**src/rtl/pipeline_hazard_unit_pkg.sv**
```systemverilog
// Shared types for the pipeline hazard unit: hazard FSM states, operand
// forwarding selects and the per-source RAW match result.
package pipeline_hazard_unit_pkg;

  typedef enum logic [1:0] {
    HZ_RUN      = 2'b00,
    HZ_FLUSH    = 2'b01,
    HZ_MEM_WAIT = 2'b10
  } hzState_t;

  typedef enum logic [1:0] {
    FWD_REG = 2'b00,
    FWD_EX  = 2'b01,
    FWD_MA  = 2'b10
  } fwdSel_t;

  typedef struct packed {
    logic hit_ex;
    logic hit_ma;
  } raw_hit_t;

  // FLUSH_CYCLES is bounded to 1..7, so the remaining-cycle counter fits in 3 bits
  localparam int FLUSH_CNT_W = 3;

endpackage

```
**src/rtl/pipeline_hazard_unit_scoreboard.sv**
```systemverilog
// Shadow of the EX and MA destinations plus the RAW match for both ID sources.
module hazard_scoreboard
  import pipeline_hazard_unit_pkg::*;
#(
  parameter int REG_ADDR = 5
) (
  input  logic                clk,
  input  logic                rst_n,
  input  logic                ex_en,
  input  logic                ma_en,
  input  logic                ex_bubble,
  input  logic [REG_ADDR-1:0] id_rd,
  input  logic                id_reg_wr,
  input  logic                id_mem_rd,
  input  logic                id_mem_wr,
  input  logic [REG_ADDR-1:0] rs1,
  input  logic                rs1_used,
  input  logic [REG_ADDR-1:0] rs2,
  input  logic                rs2_used,
  output raw_hit_t            hit_rs1,
  output raw_hit_t            hit_rs2,
  output logic                ex_ld,
  output logic                ma_mem
);

  logic [REG_ADDR-1:0] ex_rd;
  logic                ex_wr;
  logic                ex_mem;
  logic [REG_ADDR-1:0] ma_rd;
  logic                ma_wr;

  function automatic raw_hit_t raw_match(input logic used, input logic [REG_ADDR-1:0] rs,
                                         input logic [REG_ADDR-1:0] e_rd, input logic e_wr,
                                         input logic [REG_ADDR-1:0] m_rd, input logic m_wr);
    raw_hit_t h;
    h.hit_ex = used && e_wr && (rs == e_rd);
    h.hit_ma = used && m_wr && (rs == m_rd);
    return h;
  endfunction

  // x0 writes are dropped on entry so they can never match a source
  always_ff @(posedge clk or negedge rst_n) begin
    if (!rst_n) begin
      ex_rd  <= '0;
      ex_wr  <= 1'b0;
      ex_ld  <= 1'b0;
      ex_mem <= 1'b0;
      ma_rd  <= '0;
      ma_wr  <= 1'b0;
      ma_mem <= 1'b0;
    end else begin
      if (ma_en) begin
        ma_rd  <= ex_rd;
        ma_wr  <= ex_wr;
        ma_mem <= ex_mem;
      end
      if (ex_en) begin
        if (ex_bubble) begin
          ex_rd  <= '0;
          ex_wr  <= 1'b0;
          ex_ld  <= 1'b0;
          ex_mem <= 1'b0;
        end else begin
          ex_rd  <= id_rd;
          ex_wr  <= id_reg_wr && (id_rd != '0);
          ex_ld  <= id_mem_rd;
          ex_mem <= id_mem_rd || id_mem_wr;
        end
      end
    end
  end

  assign hit_rs1 = raw_match(rs1_used, rs1, ex_rd, ex_wr, ma_rd, ma_wr);
  assign hit_rs2 = raw_match(rs2_used, rs2, ex_rd, ex_wr, ma_rd, ma_wr);

endmodule

```
**src/rtl/pipeline_hazard_unit.sv**
```systemverilog
// Hazard control for the 5-stage RV32I core: stage enables, bubbles, operand
// forwarding, multi-cycle branch flush, data-memory timeout and stall counting.
module pipeline_hazard_unit
  import pipeline_hazard_unit_pkg::*;
#(
  parameter int          REG_ADDR     = 5,
  parameter int          FWD_EN       = 1,
  parameter int          FLUSH_CYCLES = 1,
  parameter int unsigned MEM_TIMEOUT  = 255,
  parameter int          CNT_W        = 16
) (
  input  logic                clk,
  input  logic                rst_n,
  input  logic                i_instr_ready,
  input  logic                i_data_ready,
  input  logic [REG_ADDR-1:0] i_id_rs1,
  input  logic [REG_ADDR-1:0] i_id_rs2,
  input  logic                i_id_rs1_used,
  input  logic                i_id_rs2_used,
  input  logic [REG_ADDR-1:0] i_id_rd,
  input  logic                i_id_reg_wr,
  input  logic                i_id_mem_rd,
  input  logic                i_id_mem_wr,
  input  logic                i_ex_flush,
  output logic                o_if_clk_en,
  output logic                o_id_clk_en,
  output logic                o_ex_clk_en,
  output logic                o_ma_clk_en,
  output logic                o_id_bubble,
  output logic                o_ex_bubble,
  output logic                o_flush,
  output logic [1:0]          o_fwd_rs1,
  output logic [1:0]          o_fwd_rs2,
  output logic                o_mem_timeout,
  output logic [CNT_W-1:0]    o_stall_cnt
);

  localparam int TMO_W = $clog2(MEM_TIMEOUT + 1);
  localparam logic [TMO_W-1:0] TMO_MAX = TMO_W'(MEM_TIMEOUT);

  hzState_t               state;
  logic [FLUSH_CNT_W-1:0] flush_cnt;
  logic [FLUSH_CNT_W-1:0] flush_cnt_nxt;
  logic [TMO_W-1:0]       tmo_cnt;
  raw_hit_t               hit_rs1;
  raw_hit_t               hit_rs2;
  logic                   ex_ld;
  logic                   ma_mem;
  logic                   mem_freeze;
  logic                   flush_act;
  logic                   raw_stall;
  logic                   tmo_reach;

  function automatic fwdSel_t fwd_sel(input raw_hit_t h, input logic ld);
    if (FWD_EN == 0)         return FWD_REG;
    else if (h.hit_ex && !ld) return FWD_EX;
    else if (h.hit_ma)        return FWD_MA;
    else                      return FWD_REG;
  endfunction

  function automatic logic raw_hazard(input raw_hit_t h, input logic ld);
    if (FWD_EN != 0) return h.hit_ex && ld;
    else             return h.hit_ex || h.hit_ma;
  endfunction

  function automatic logic [CNT_W-1:0] sat_inc(input logic [CNT_W-1:0] v);
    return (&v) ? v : v + CNT_W'(1);
  endfunction

  hazard_scoreboard #(.REG_ADDR(REG_ADDR)) u_scoreboard (
    .clk       (clk),
    .rst_n     (rst_n),
    .ex_en     (o_ex_clk_en),
    .ma_en     (o_ma_clk_en),
    .ex_bubble (o_ex_bubble),
    .id_rd     (i_id_rd),
    .id_reg_wr (i_id_reg_wr),
    .id_mem_rd (i_id_mem_rd),
    .id_mem_wr (i_id_mem_wr),
    .rs1       (i_id_rs1),
    .rs1_used  (i_id_rs1_used),
    .rs2       (i_id_rs2),
    .rs2_used  (i_id_rs2_used),
    .hit_rs1   (hit_rs1),
    .hit_rs2   (hit_rs2),
    .ex_ld     (ex_ld),
    .ma_mem    (ma_mem)
  );

  // A flush still owed from before a memory freeze resumes once data returns
  assign mem_freeze = ma_mem && !i_data_ready;
  assign flush_act  = !mem_freeze && (i_ex_flush || (state == HZ_FLUSH) ||
                                      ((state == HZ_MEM_WAIT) && (flush_cnt != '0)));
  assign raw_stall  = raw_hazard(hit_rs1, ex_ld) || raw_hazard(hit_rs2, ex_ld);
  assign tmo_reach  = (32'(tmo_cnt) + 32'd1) >= MEM_TIMEOUT;

  assign o_fwd_rs1 = rst_n ? fwd_sel(hit_rs1, ex_ld) : FWD_REG;
  assign o_fwd_rs2 = rst_n ? fwd_sel(hit_rs2, ex_ld) : FWD_REG;

  always_comb begin
    o_if_clk_en = 1'b0;
    o_id_clk_en = 1'b0;
    o_ex_clk_en = 1'b0;
    o_ma_clk_en = 1'b0;
    o_id_bubble = 1'b0;
    o_ex_bubble = 1'b0;
    o_flush     = 1'b0;
    if (!rst_n || mem_freeze) begin
      o_flush = 1'b0;
    end else if (flush_act) begin
      {o_if_clk_en, o_id_clk_en, o_ex_clk_en, o_ma_clk_en} = 4'hF;
      o_flush     = 1'b1;
      o_ex_bubble = 1'b1;
    end else if (raw_stall) begin
      o_ex_clk_en = 1'b1;
      o_ma_clk_en = 1'b1;
      o_ex_bubble = 1'b1;
    end else if (!i_instr_ready) begin
      o_id_clk_en = 1'b1;
      o_ex_clk_en = 1'b1;
      o_ma_clk_en = 1'b1;
      o_id_bubble = 1'b1;
    end else begin
      {o_if_clk_en, o_id_clk_en, o_ex_clk_en, o_ma_clk_en} = 4'hF;
    end
  end

  always_comb begin
    flush_cnt_nxt = flush_cnt;
    if (!mem_freeze) begin
      if (i_ex_flush)            flush_cnt_nxt = FLUSH_CNT_W'(FLUSH_CYCLES - 1);
      else if (flush_cnt != '0)  flush_cnt_nxt = flush_cnt - FLUSH_CNT_W'(1);
    end
  end

  always_ff @(posedge clk or negedge rst_n) begin
    if (!rst_n) begin
      state         <= HZ_RUN;
      flush_cnt     <= '0;
      tmo_cnt       <= '0;
      o_mem_timeout <= 1'b0;
      o_stall_cnt   <= '0;
    end else begin
      flush_cnt <= flush_cnt_nxt;
      if (mem_freeze)                state <= HZ_MEM_WAIT;
      else if (flush_cnt_nxt != '0)  state <= HZ_FLUSH;
      else                           state <= HZ_RUN;
      if (mem_freeze) begin
        if (tmo_cnt != TMO_MAX) tmo_cnt <= tmo_cnt + TMO_W'(1);
        if (tmo_reach)          o_mem_timeout <= 1'b1;
      end else begin
        tmo_cnt <= '0;
      end
      if (!o_if_clk_en) o_stall_cnt <= sat_inc(o_stall_cnt);
    end
  end

endmodule

```
**config.mk**
```make
export PLATFORM = sky130hd
export DESIGN_NAME = pipeline_hazard_unit
export DESIGN_NICKNAME = d
export VERILOG_FILES = /design/src/rtl/pipeline_hazard_unit_pkg.sv /design/src/rtl/pipeline_hazard_unit_scoreboard.sv /design/src/rtl/pipeline_hazard_unit.sv
export SDC_FILE = /design/constraint.sdc
export NUM_CORES = 1
export LEC_CHECK = 0
export ABC_AREA = 1
export ABC_CLOCK_PERIOD_IN_PS = 2600
export CELL_PAD_IN_SITES_DETAIL_PLACEMENT = 1
export CELL_PAD_IN_SITES_GLOBAL_PLACEMENT = 1
export CORE_MARGIN = 4
export CORE_UTILIZATION = 42
export CTS_BUF_LIST = sky130_fd_sc_hd__clkbuf_8
export DETAILED_ROUTE_END_ITERATION = 10
export PLACE_DENSITY_LB_ADDON = 0.12
export SYNTH_ARGS = -nofsm -noshare
export SYNTH_HDL_FRONTEND = slang
export SYNTH_SLANG_ARGS = --single-unit
```
**constraint.sdc**
```tcl
create_clock -name clk -period 2.6 [get_ports clk]
set_input_delay 0.52 -clock clk [delete_from_list [all_inputs] [get_ports clk]]
set_output_delay 0.52 -clock clk [all_outputs]
set_load 0.05 [all_outputs]
```
==> images/cell_density.png <==
Drawn at 3 px/um. 9 x 9 tiles, from black (low) to pale yellow (high), 0 to 100% covered.
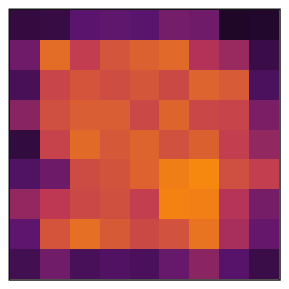
fullest tile: 73%
mean over tiles: 45%
densest ninth of the die: center
FP Util: 43.74%
fin util: 58.13%
CORE AREA: 6422 um2

==> images/clk_routes.png <==
Drawn at 6 px/um.
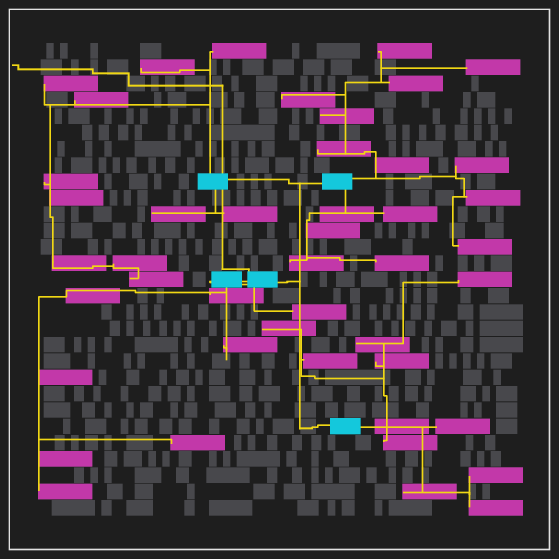
legend:
  clock drivers:
    color: cyan
    count: 5
  flip-flops:
    color: magenta
    count: 45
  clock wires:
    color: yellow
    length: 674 um
routed clock nets: 6
flops lie: widely spread
Worst Clk Skew: 0.008103 ns
share of total power in the clock network: 22.4%
Late-Pin Clk Latency: 0.31 ns

==> results.json <==
{
  "switching_power_uw": 1244,
  "syn_area_um2": 2809,
  "fp_nets": 413,
  "synthFlopType": "dfrtp_1",
  "period_minus_slack_ns": 2.520,
  "nets": 474,
  "topCellsByArea": "dfrtp_1 (40%), nand2_1 (16%), inv_1 (6.4%)",
  "warning_count": 28,
  "seqCellArea_um2": 1126,
  "fmax_mhz": 396.9,
  "antenna_found_initial": 1,
  "top_cell": "nand2_1",
  "drv_slew": 0,
  "synthArstFlopShare_pct": 100.0,
  "cp_cell_sequence": "clkdlybuf4s50_1 -> inv_1 -> nand2_2 -> nand2_1 -> nor2_2 -> nand3_1 -> buf_4 -> o211a_1 -> buf_12",
  "simple_gate_area_share_pct": 34.83,
  "r2r_cells": 12,
  "compound_area_share_pct": 7.350,
  "final_cell_area_um2": 3734,
  "max_cap_violations": 0,
  "synth_stat.cells": 383,
  "viasPerCell": 5.207,
  "ctsLongestPathBuffers": 2,
  "place_congestion": 0.9153,
  "die-area_um2": 8060,
  "crit_path_start": "i_id_rs2[0]",
  "max_slew_margin_pct": 62.84,
  "drt_iter0_drc": 86,
  "postRouteAntennaNets": 0,
  "arrival_ns": 2.00,
  "ir_worst_vdd_mv": 0.5099,
  "criticalPathCategory": "primary input to output port",
  "swShare_pct": 42.19,
  "port_buffers": 52,
  "ios": 53,
  "dpl_cell_area_um2": 3535,
  "wl_um": 8440,
  "tightest_slew_ns": 0.5574,
  "cts_tree": "done",
  "synth_flops": 45,
  "area_delta_synth_final_pct": 32.92,
  "r2r_slack_ns": 0.45,
  "dieWidth_um": 89.78,
  "finalHoldViolCount": 0,
  "hpwl_um": 6402,
  "ys_area_um2": 2809,
  "grt_remaining_overflow": 0,
  "top_logic_kind": "simple AND/OR/NAND/NOR gates",
  "mi_logic_area_um2": 1458,
  "grt_pass1_wl_um": 14250,
  "cpPeakStageDelay_ns": 0.47,
  "grt_max_degree": 42,
  "syn_inst": 383,
  "yosysTopAreaCell": "dfrtp_1",
  "avgSynthCellArea_um2": 7.334,
  "fin_cells": 523,
  "synthTopCellsByCount": "nand2_1 (116), inv_1 (48), dfrtp_1 (45)",
  "top_cell_area_share_pct": 40.09,
  "synthMuxAreaShare_pct": 0,
  "p_comb_share_pct": 42.5,
  "rows": 29,
  "die_y_um": 89.78,
  "clock_sinks": 45,
  "vias": 2723,
  "hold_buffers": 0,
  "drtPass1Iterations": 4,
  "hold_class": "primary input to asynchronous set/reset pin",
  "cp.depth": 9,
  "synth_seq_share_pct": 40.09,
  "numCtsBuffers": 5,
  "critPathRequiredTime_ns": 2.08,
  "synth_warnings": 0,
  "grtUsageTotal_pct": 21.51,
  "root_buffer": "clkbuf_8",
  "power.share.sequential_pct": 35.1,
  "htree_levels": 2,
  "critPathSlowestCell": "clkdlybuf4s50_1",
  "status": "complete, no violations",
  "min_period_over_period_pct": 96.91,
  "wl_per_cell_um": 16.14,
  "timing.critical_path.to": "o_fwd_rs2[1]",
  "drc": 0,
  "path_clk_slew_ns": 0.09,
  "crit_family": "buffers and inverters",
  "edf_count": 0,
  "pre_cts_ws_ns": 0.008892,
  "grt_pass1_vias": 2851,
  "synthAdderAreaFrac_pct": 2.227,
  "dp.cells": 513,
  "setup_tns_ns": 0,
  "hold_slack_ns": 0.04380,
  "p_int_uw": 1705,
  "worst_setup_path_start_kind": "primary input"
}
-- sequential cells by signal, indices dropped and copies added (netlist names) --
name and flops:
u_scoreboard.ma_mem 1, flush_cnt 3, o_stall_cnt 16, u_scoreboard.ex_rd 5, u_scoreboard.ex_mem 1, u_scoreboard.ma_wr 1
u_scoreboard.ex_ld 1, u_scoreboard.ex_wr 1, tmo_cnt 8, o_mem_timeout 1, u_scoreboard.ma_rd 5, state 2
-- routing by layer --
metal,vias to the layer above,global-route usage (%),routed length [um]
li1,1349,-,-
met1,1332,29.30,4007
met2,37,36.15,4190
met3,5,2.421,172
met4,0,6.386,71
met5,-,0,0
-- cell type report --
class                   count  area share [%]
diodes                      1         0.06702
clock buffers               5           1.843
clock inverters             3           1.843
inverters                  53           5.328
multi-input cells         277           39.04
flip-flops and latches     45           30.16
well taps                  77           2.580
repair buffers             62           19.14
-- power by group through the flow --
stage               sequential [uW]  clock (uW)  combinational (uW)
detailed placement             1040           0                1230
CTS                            1030         672                1240
finish                         1030         660                1250
floorplan                      1130           0                 666
global route                   1060         702                1380
global placement               1030           0                1200
-- cell usage in the layout (no fill, tap or decap), types with 3 or more instances in the layout --
cell,instances
nand2_1,111
inv_1,45
dfrtp_1,45
nand3_1,34
clkdlybuf4s50_1,33
nor2_1,28
o21ai_0,19
xor2_1,14
buf_12,11
buf_4,10
nand2_2,9
inv_2,8
nor3_1,8
nand3_2,7
nand4_1,7
o22ai_1,7
nor2_2,6
dlymetal6s2s_1,6
xnor2_1,5
ha_1,5
clkbuf_8,5
a21oi_1,3
-- logic make-up after synthesis --
family	Yosys count
flops	45
compound gates	36
simple gates	217
xor+xnor	19
buf+inv	61
fa+ha+maj	5
-- timing repair --
item                                    CTS  global route
pin swaps                                 1             4
setup buffers                             1             0
resized                                   1            22
endpoints found under the setup margin    1             8
No activity file was given, so power comes from the tool's default toggle rates.
